$ cat src/rtl/noc_pkg.sv
// Shared NoC definitions: flit geometry, merge arbiter FSM states and source select type.
package noc_pkg;

   localparam int unsigned FLIT_W        = 9;
   localparam int unsigned FLIT_TAIL_BIT = FLIT_W - 1;

   typedef enum logic [1:0] {
      IDLE,
      LOCK0,
      LOCK1
   } arb_state_t;

   typedef logic source_t;

endpackage

$ cat src/rtl/flit_out_reg.sv
// One-entry valid/ready output register carrying a flit and its source select.
module flit_out_reg
   import noc_pkg::*;
#(
   parameter int unsigned W = FLIT_W
) (
   input  logic         CLK,
   input  logic         _RESET,
   input  logic         in_load,
   input  logic [W-1:0] in_data,
   input  source_t      in_src,
   input  logic         out_ready,
   output logic         load,
   output logic [W-1:0] out_data,
   output source_t      out_src,
   output logic         out_valid
);

   logic [W-1:0] data_q;
   source_t      src_q;
   logic         valid_q;

   assign load      = !valid_q || out_ready;
   assign out_data  = data_q;
   assign out_src   = src_q;
   assign out_valid = valid_q;

   always_ff @(posedge CLK or negedge _RESET) begin
      if (!_RESET) begin
         data_q  <= '0;
         src_q   <= 1'b0;
         valid_q <= 1'b0;
      end else if (in_load) begin
         data_q  <= in_data;
         src_q   <= in_src;
         valid_q <= 1'b1;
      end else if (out_ready) begin
         valid_q <= 1'b0;
      end
   end

endmodule

$ cat src/rtl/merge_arbiter.sv
// Two-input round-robin packet merge with atomic packet forwarding.
// Optional per-input completed-packet counters are enabled with MERGE_ARB_STATS_EN.
module merge_arbiter
   import noc_pkg::*;
#(
   parameter int unsigned W     = FLIT_W,
   parameter int unsigned CNT_W = 16
) (
   input  logic             CLK,
   input  logic             _RESET,
   input  logic [W-1:0]     in0_data,
   input  logic             in0_valid,
   output logic             in0_ready,
   input  logic [W-1:0]     in1_data,
   input  logic             in1_valid,
   output logic             in1_ready,
   output logic [W-1:0]     out_data,
   output source_t          S,
   output logic             out_valid,
   input  logic             out_ready
`ifdef MERGE_ARB_STATS_EN
   ,
   output logic [CNT_W-1:0] pkt_cnt0,
   output logic [CNT_W-1:0] pkt_cnt1
`endif
);

   arb_state_t state_q, state_d;
   logic       last_q, last_d;
   logic       own0, own1;
   logic       load;
   logic       xfer0, xfer1;
   logic       tail0, tail1;

   assign tail0 = in0_data[W-1];
   assign tail1 = in1_data[W-1];

   // Ready is gated by reset so upstream never sees an accept while held in reset.
   assign in0_ready = own0 && load && _RESET;
   assign in1_ready = own1 && load && _RESET;
   assign xfer0     = in0_valid && in0_ready;
   assign xfer1     = in1_valid && in1_ready;

   always_comb begin
      own0    = 1'b0;
      own1    = 1'b0;
      state_d = state_q;
      last_d  = last_q;
      case (state_q)
         IDLE: begin
            own0 = in0_valid && (!in1_valid || last_q);
            own1 = in1_valid && !own0;
         end
         LOCK0:   own0 = 1'b1;
         LOCK1:   own1 = 1'b1;
         default: ;
      endcase
      if (xfer0) begin
         if (tail0) begin
            state_d = IDLE;
            last_d  = 1'b0;
         end else begin
            state_d = LOCK0;
         end
      end else if (xfer1) begin
         if (tail1) begin
            state_d = IDLE;
            last_d  = 1'b1;
         end else begin
            state_d = LOCK1;
         end
      end
   end

   always_ff @(posedge CLK or negedge _RESET) begin
      if (!_RESET) begin
         state_q <= IDLE;
         last_q  <= 1'b1;
      end else begin
         state_q <= state_d;
         last_q  <= last_d;
      end
   end

   flit_out_reg #(
      .W (W)
   ) u_out_reg (
      .CLK       (CLK),
      ._RESET    (_RESET),
      .in_load   (xfer0 || xfer1),
      .in_data   (xfer1 ? in1_data : in0_data),
      .in_src    (source_t'(xfer1)),
      .out_ready (out_ready),
      .load      (load),
      .out_data  (out_data),
      .out_src   (S),
      .out_valid (out_valid)
   );

`ifdef MERGE_ARB_STATS_EN
   logic [CNT_W-1:0] cnt0_q, cnt1_q;

   always_ff @(posedge CLK or negedge _RESET) begin
      if (!_RESET) begin
         cnt0_q <= '0;
         cnt1_q <= '0;
      end else begin
         if (xfer0 && tail0) cnt0_q <= cnt0_q + 1'b1;
         if (xfer1 && tail1) cnt1_q <= cnt1_q + 1'b1;
      end
   end

   assign pkt_cnt0 = cnt0_q;
   assign pkt_cnt1 = cnt1_q;
`else
   logic [CNT_W-1:0] unused_cnt_w;
   assign unused_cnt_w = '0;
`endif

endmodule

$ cat config.mk
export PLATFORM = sky130hd
export DESIGN_NAME = merge_arbiter
export DESIGN_NICKNAME = d
export VERILOG_FILES = /design/src/rtl/noc_pkg.sv /design/src/rtl/flit_out_reg.sv /design/src/rtl/merge_arbiter.sv
export SDC_FILE = /design/constraint.sdc
export NUM_CORES = 1
export LEC_CHECK = 0
export CAP_MARGIN = 20
export CORE_MARGIN = 2
export CORE_UTILIZATION = 30
export CTS_BUF_LIST = sky130_fd_sc_hd__clkbuf_2
export CTS_CLUSTER_DIAMETER = 120
export DETAILED_ROUTE_END_ITERATION = 7
export PLACE_DENSITY = 0.66
export SYNTH_ARGS = -nofsm -noshare
export SYNTH_HDL_FRONTEND = slang
export SYNTH_HIERARCHICAL = 1
export SYNTH_SLANG_ARGS = --single-unit
export TNS_END_PERCENT = 20
$ cat constraint.sdc
create_clock -name CLK -period 2.26 [get_ports CLK]
set_input_delay 0.452 -clock CLK [delete_from_list [all_inputs] [get_ports CLK]]
set_output_delay 0.452 -clock CLK [all_outputs]
set_load 0.01 [all_outputs]
==> images/density.png <==
Scale: 6 px per µm. The die is cut into 11 by 11 equal tiles; white is low, dark blue is high, 0 to 100% covered.
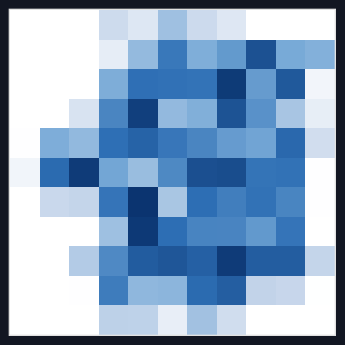
- mean over tiles: 40%
- tiles over 75% full: 17%
- nearly empty tiles: 28%
- fullest tile: 98%
- emptiest ninth of the die: upper left
- densest ninth of the die: centre
fp_density: 31.0%
Finished Core Util: 49.9%
Core Footprint: 0.00243 mm²

==> images/met3.png <==
Scale: 8 px per µm. Cells faint in the background.
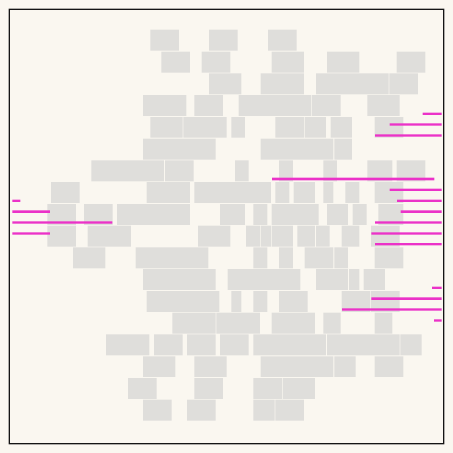
- main direction: horizontal
- share of all routed wire: 7.2%
- wire length on this layer: 121 µm
- longest straight run: 20.0 µm
Vias: 622
grt met3 use: 1.94%
total routed wirelength: 1.68 mm

==> images/clock_map.png <==
Scale: 6 px per µm.
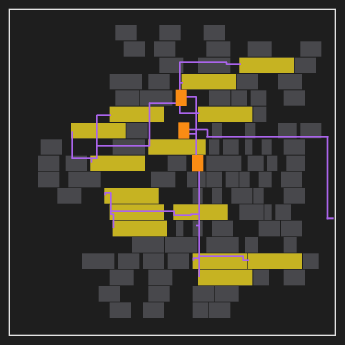
- cells driving clock nets: orange (count 3)
- clock wires: purple (length 169 µm)
- flip-flops: yellow (count 14)
- routed clock nets: 4
Worst Skew: 0.00123 ns
insertion delay of the later-clocked pin in the worst-skew pair: 0.25 ns
power in the clock group: 120 µW

==> run_summary.xml <==
<?xml version="1.0" encoding="UTF-8"?>
<metrics>
  <group name="cells_and_area">
    <metric name="layout.nets" unit="">128</metric>
    <metric name="final_common_cell" unit="">clkdlybuf4s50_1</metric>
    <metric name="antenna_cells_inserted" unit="">0</metric>
    <metric name="design_area" unit="mm²">0.00121</metric>
    <metric name="finalNonFillerCells" unit="">134</metric>
    <metric name="layout_top_cells_excl_fill_tap" unit="">clkdlybuf4s50_1, dfrtp_1, mux2_2, buf_4, mux2_4</metric>
    <metric name="n_fill_cell" unit="">246</metric>
    <metric name="drive_above_1_share" unit="%">34.6</metric>
  </group>
  <group name="timing">
    <metric name="setup_repair_after_global_routing_missed_its_margin" unit="">false</metric>
    <metric name="period_used_share" unit="%">92.0</metric>
    <metric name="final.setup.tns" unit="ns">0</metric>
    <metric name="hold_slack" unit="ns">0.521</metric>
    <metric name="min_period" unit="ns">2.08</metric>
    <metric name="max_freq" unit="GHz">0.481</metric>
    <metric name="worst_margin_pin_slew" unit="ns">0.223</metric>
    <metric name="finalMaxSlewViolations" unit="">0</metric>
    <metric name="setup_viol" unit="">0</metric>
    <metric name="maxSlewHeadroom" unit="%">85.2</metric>
  </group>
  <group name="critical_path">
    <metric name="cp_data_arrival_time" unit="ns">1.63</metric>
    <metric name="critPathMaxFanout" unit="">4</metric>
    <metric name="cp-startpoint" unit="">out_ready</metric>
    <metric name="crit_chain" unit="">clkdlybuf4s50_1, nand2b_1, nand2_1, nor3_1, dlygate4sd2_1</metric>
    <metric name="crit_cells" unit="">5</metric>
    <metric name="ff2ff_path_depth" unit="">5</metric>
    <metric name="cp-end-kind" unit="">output pin</metric>
    <metric name="setup_slack_of_the_most_critical_reg_to_reg_path" unit="ns">0.54</metric>
    <metric name="path_delay_family" unit="">buffers and inverters</metric>
    <metric name="worst_setup_path_endpoint" unit="">in0_ready</metric>
    <metric name="cp_num_buf_inv" unit="">2</metric>
  </group>
  <group name="route">
    <metric name="dr.pass1.iters" unit="">4</metric>
    <metric name="final_antenna_net_count" unit="">0</metric>
    <metric name="detail_route.iter0.violations" unit="">5</metric>
    <metric name="wl_per_cell" unit="µm">12.5</metric>
    <metric name="via_per_inst" unit="">4.64</metric>
  </group>
  <group name="synthesis">
    <metric name="ys_area" unit="µm²">753</metric>
    <metric name="synthAdderAreaFrac" unit="%">0</metric>
    <metric name="mux_area_fraction" unit="%">32.9</metric>
    <metric name="synthesis.instances" unit="">57</metric>
    <metric name="synth.cell_area" unit="µm²">753</metric>
    <metric name="ys_top_logic_family" unit="">multiplexers</metric>
    <metric name="synth.lib_cells_used.distinct" unit="">14</metric>
    <metric name="post_synth_ao_oa_area_fraction" unit="%">8.64</metric>
    <metric name="syn_avg_cell_area" unit="µm²">13.2</metric>
    <metric name="postSynthSeqShare" unit="%">46.7</metric>
    <metric name="post_synthesis_share_of_cell_area_spent_on_and_or_nand_and_nor_gates" unit="%">9.30</metric>
  </group>
  <group name="clock_network">
    <metric name="tritoncts_clock_tree" unit="">done</metric>
    <metric name="postCtsSetupRepairBufs" unit="">0</metric>
    <metric name="cts.root.buffer_cell" unit="">clkbuf_2</metric>
    <metric name="clk_path_buf_depth" unit="">2</metric>
    <metric name="cts.clk_slew.worst_paths" unit="ns">0.13</metric>
    <metric name="cts_resized" unit="">2</metric>
  </group>
  <group name="hold_path">
    <metric name="min_path_cells" unit="">1</metric>
    <metric name="hold_path_class" unit="">register to register</metric>
  </group>
  <group name="status">
    <metric name="run_status" unit="">finished clean</metric>
  </group>
  <group name="placement">
    <metric name="detailed_place_hpwl" unit="mm">1.37</metric>
    <metric name="dpl_worst_slack" unit="ns">-0.102</metric>
    <metric name="placed_area" unit="mm²">0.00120</metric>
    <metric name="gp_congestion" unit="">0.662</metric>
  </group>
  <group name="power">
    <metric name="total_power_density_per_cell_area" unit="mW/mm²">1030</metric>
    <metric name="peakVddDrop" unit="mV">0.464</metric>
  </group>
  <group name="global_route">
    <metric name="via_count_of_the_first_global_routing_pass" unit="">583</metric>
    <metric name="total_grt_usage" unit="%">12.5</metric>
    <metric name="global_route_wire_length_before_repair" unit="mm">2.65</metric>
  </group>
  <group name="die">
    <metric name="std_cell_rows" unit="">18</metric>
    <metric name="die_h" unit="µm">54.1</metric>
    <metric name="floorplan.io_pins" unit="">36</metric>
    <metric name="fp.dieArea" unit="mm²">0.00293</metric>
    <metric name="die_w" unit="µm">54.1</metric>
  </group>
  <group name="run">
    <metric name="log.warning_count" unit="">26</metric>
  </group>
</metrics>
==> images/final_clocks.png <==
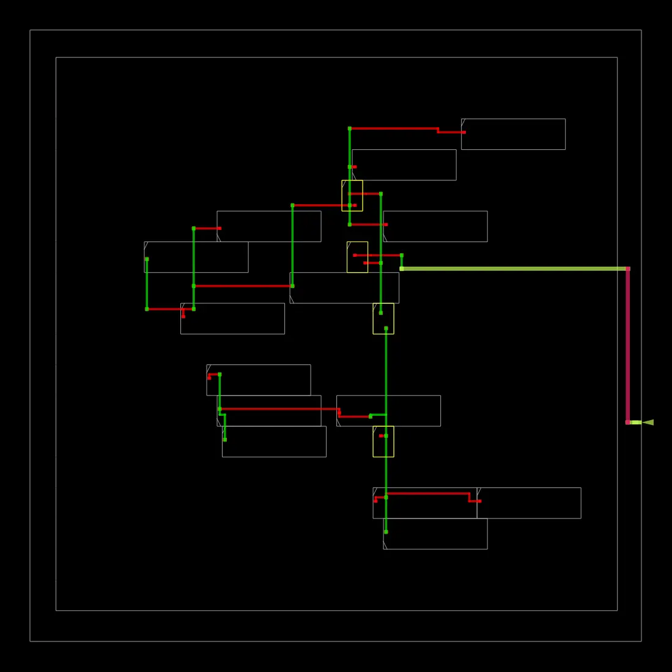
number of flip-flops and latches: 14
number of clock sinks seen by CTS: 14
clkbuf count: 4
number of CTS-inserted buffers: 3

==> images/met1.png <==
Scale: 4 px per µm. Supply wires on this layer in grey.
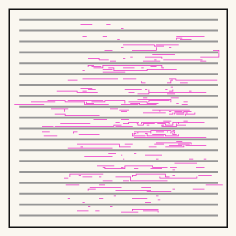
- nets with wire on the layer: 105
- wire length on this layer: 723 µm
- share of all routed wire: 43%
- main direction: horizontal
- longest straight run: 17.9 µm
met1 routing resource usage after global routing: 16.6%

worst register-to-register path, cell delays in order (launching register included):
cell and delay (ns):
dfstp_2 0.56, nand2_1 0.11, o21ai_4 0.18, buf_4 0.17, mux2_2 0.34, mux2_4 0.25
power by group:
group	total (mW)	internal [mW]	switching, mW
logic	0.664	0.438	0.225
clock network	0.120	0.0470	0.0728
registers	0.466	0.379	0.0864
total	1.25	0.864	0.384
worst min-delay path by stage:
stage                                     start               endpoint
final                     u_out_reg/out_data[5]  u_out_reg/out_data[5]
after global routing                     _RESET    u_out_reg/out_valid
after CTS                                _RESET    u_out_reg/out_valid
after detailed placement  u_out_reg/out_data[4]  u_out_reg/out_data[4]
after global placement    u_out_reg/out_data[5]  u_out_reg/out_data[5]
after floorplan                          _RESET             state_q[0]
state kept, by name, indices dropped and copies added, names as in the netlist:
signal	cells
u_out_reg/out_src	1
u_out_reg/out_valid	1
u_out_reg/out_data	9
last_q	1
state_q	2
routing by layer:
metal  routed length, µm  share of wire, %  GRT usage [%]  vias to the layer above
met3                 121               7.2           1.94                        2
met2                 823                49           20.7                       17
met4                  13              0.77           3.75                        0
met5                   0                 0              0                        -
li1                    -                 -              -                      298
met1                 722                43           16.6                      305
layout make-up:
type,count,area (µm²),area share [%]
well taps,30,37.5,3.09
inverters,2,7.51,0.618
flip-flops and latches,14,352,28.9
multi-input cells,40,383,31.5
clock buffers,4,20.0,1.65
repair buffers,44,415,34.2
Yosys cell counts:
cell type,instances,area [µm²]
a21oi_1,8,40.0
a31o_2,1,8.76
and4b_1,1,10.0
and4b_2,1,11.3
buf_6,1,11.3
dfrtp_1,13,325
dfstp_2,1,26.3
inv_1,2,7.51
mux2_2,10,113
mux2_4,9,135
nand2_1,2,7.51
nand2b_1,5,31.3
nor3_1,2,10.0
o21ai_4,1,16.3
No activity file was given, so power comes from the tool's default toggle rates.
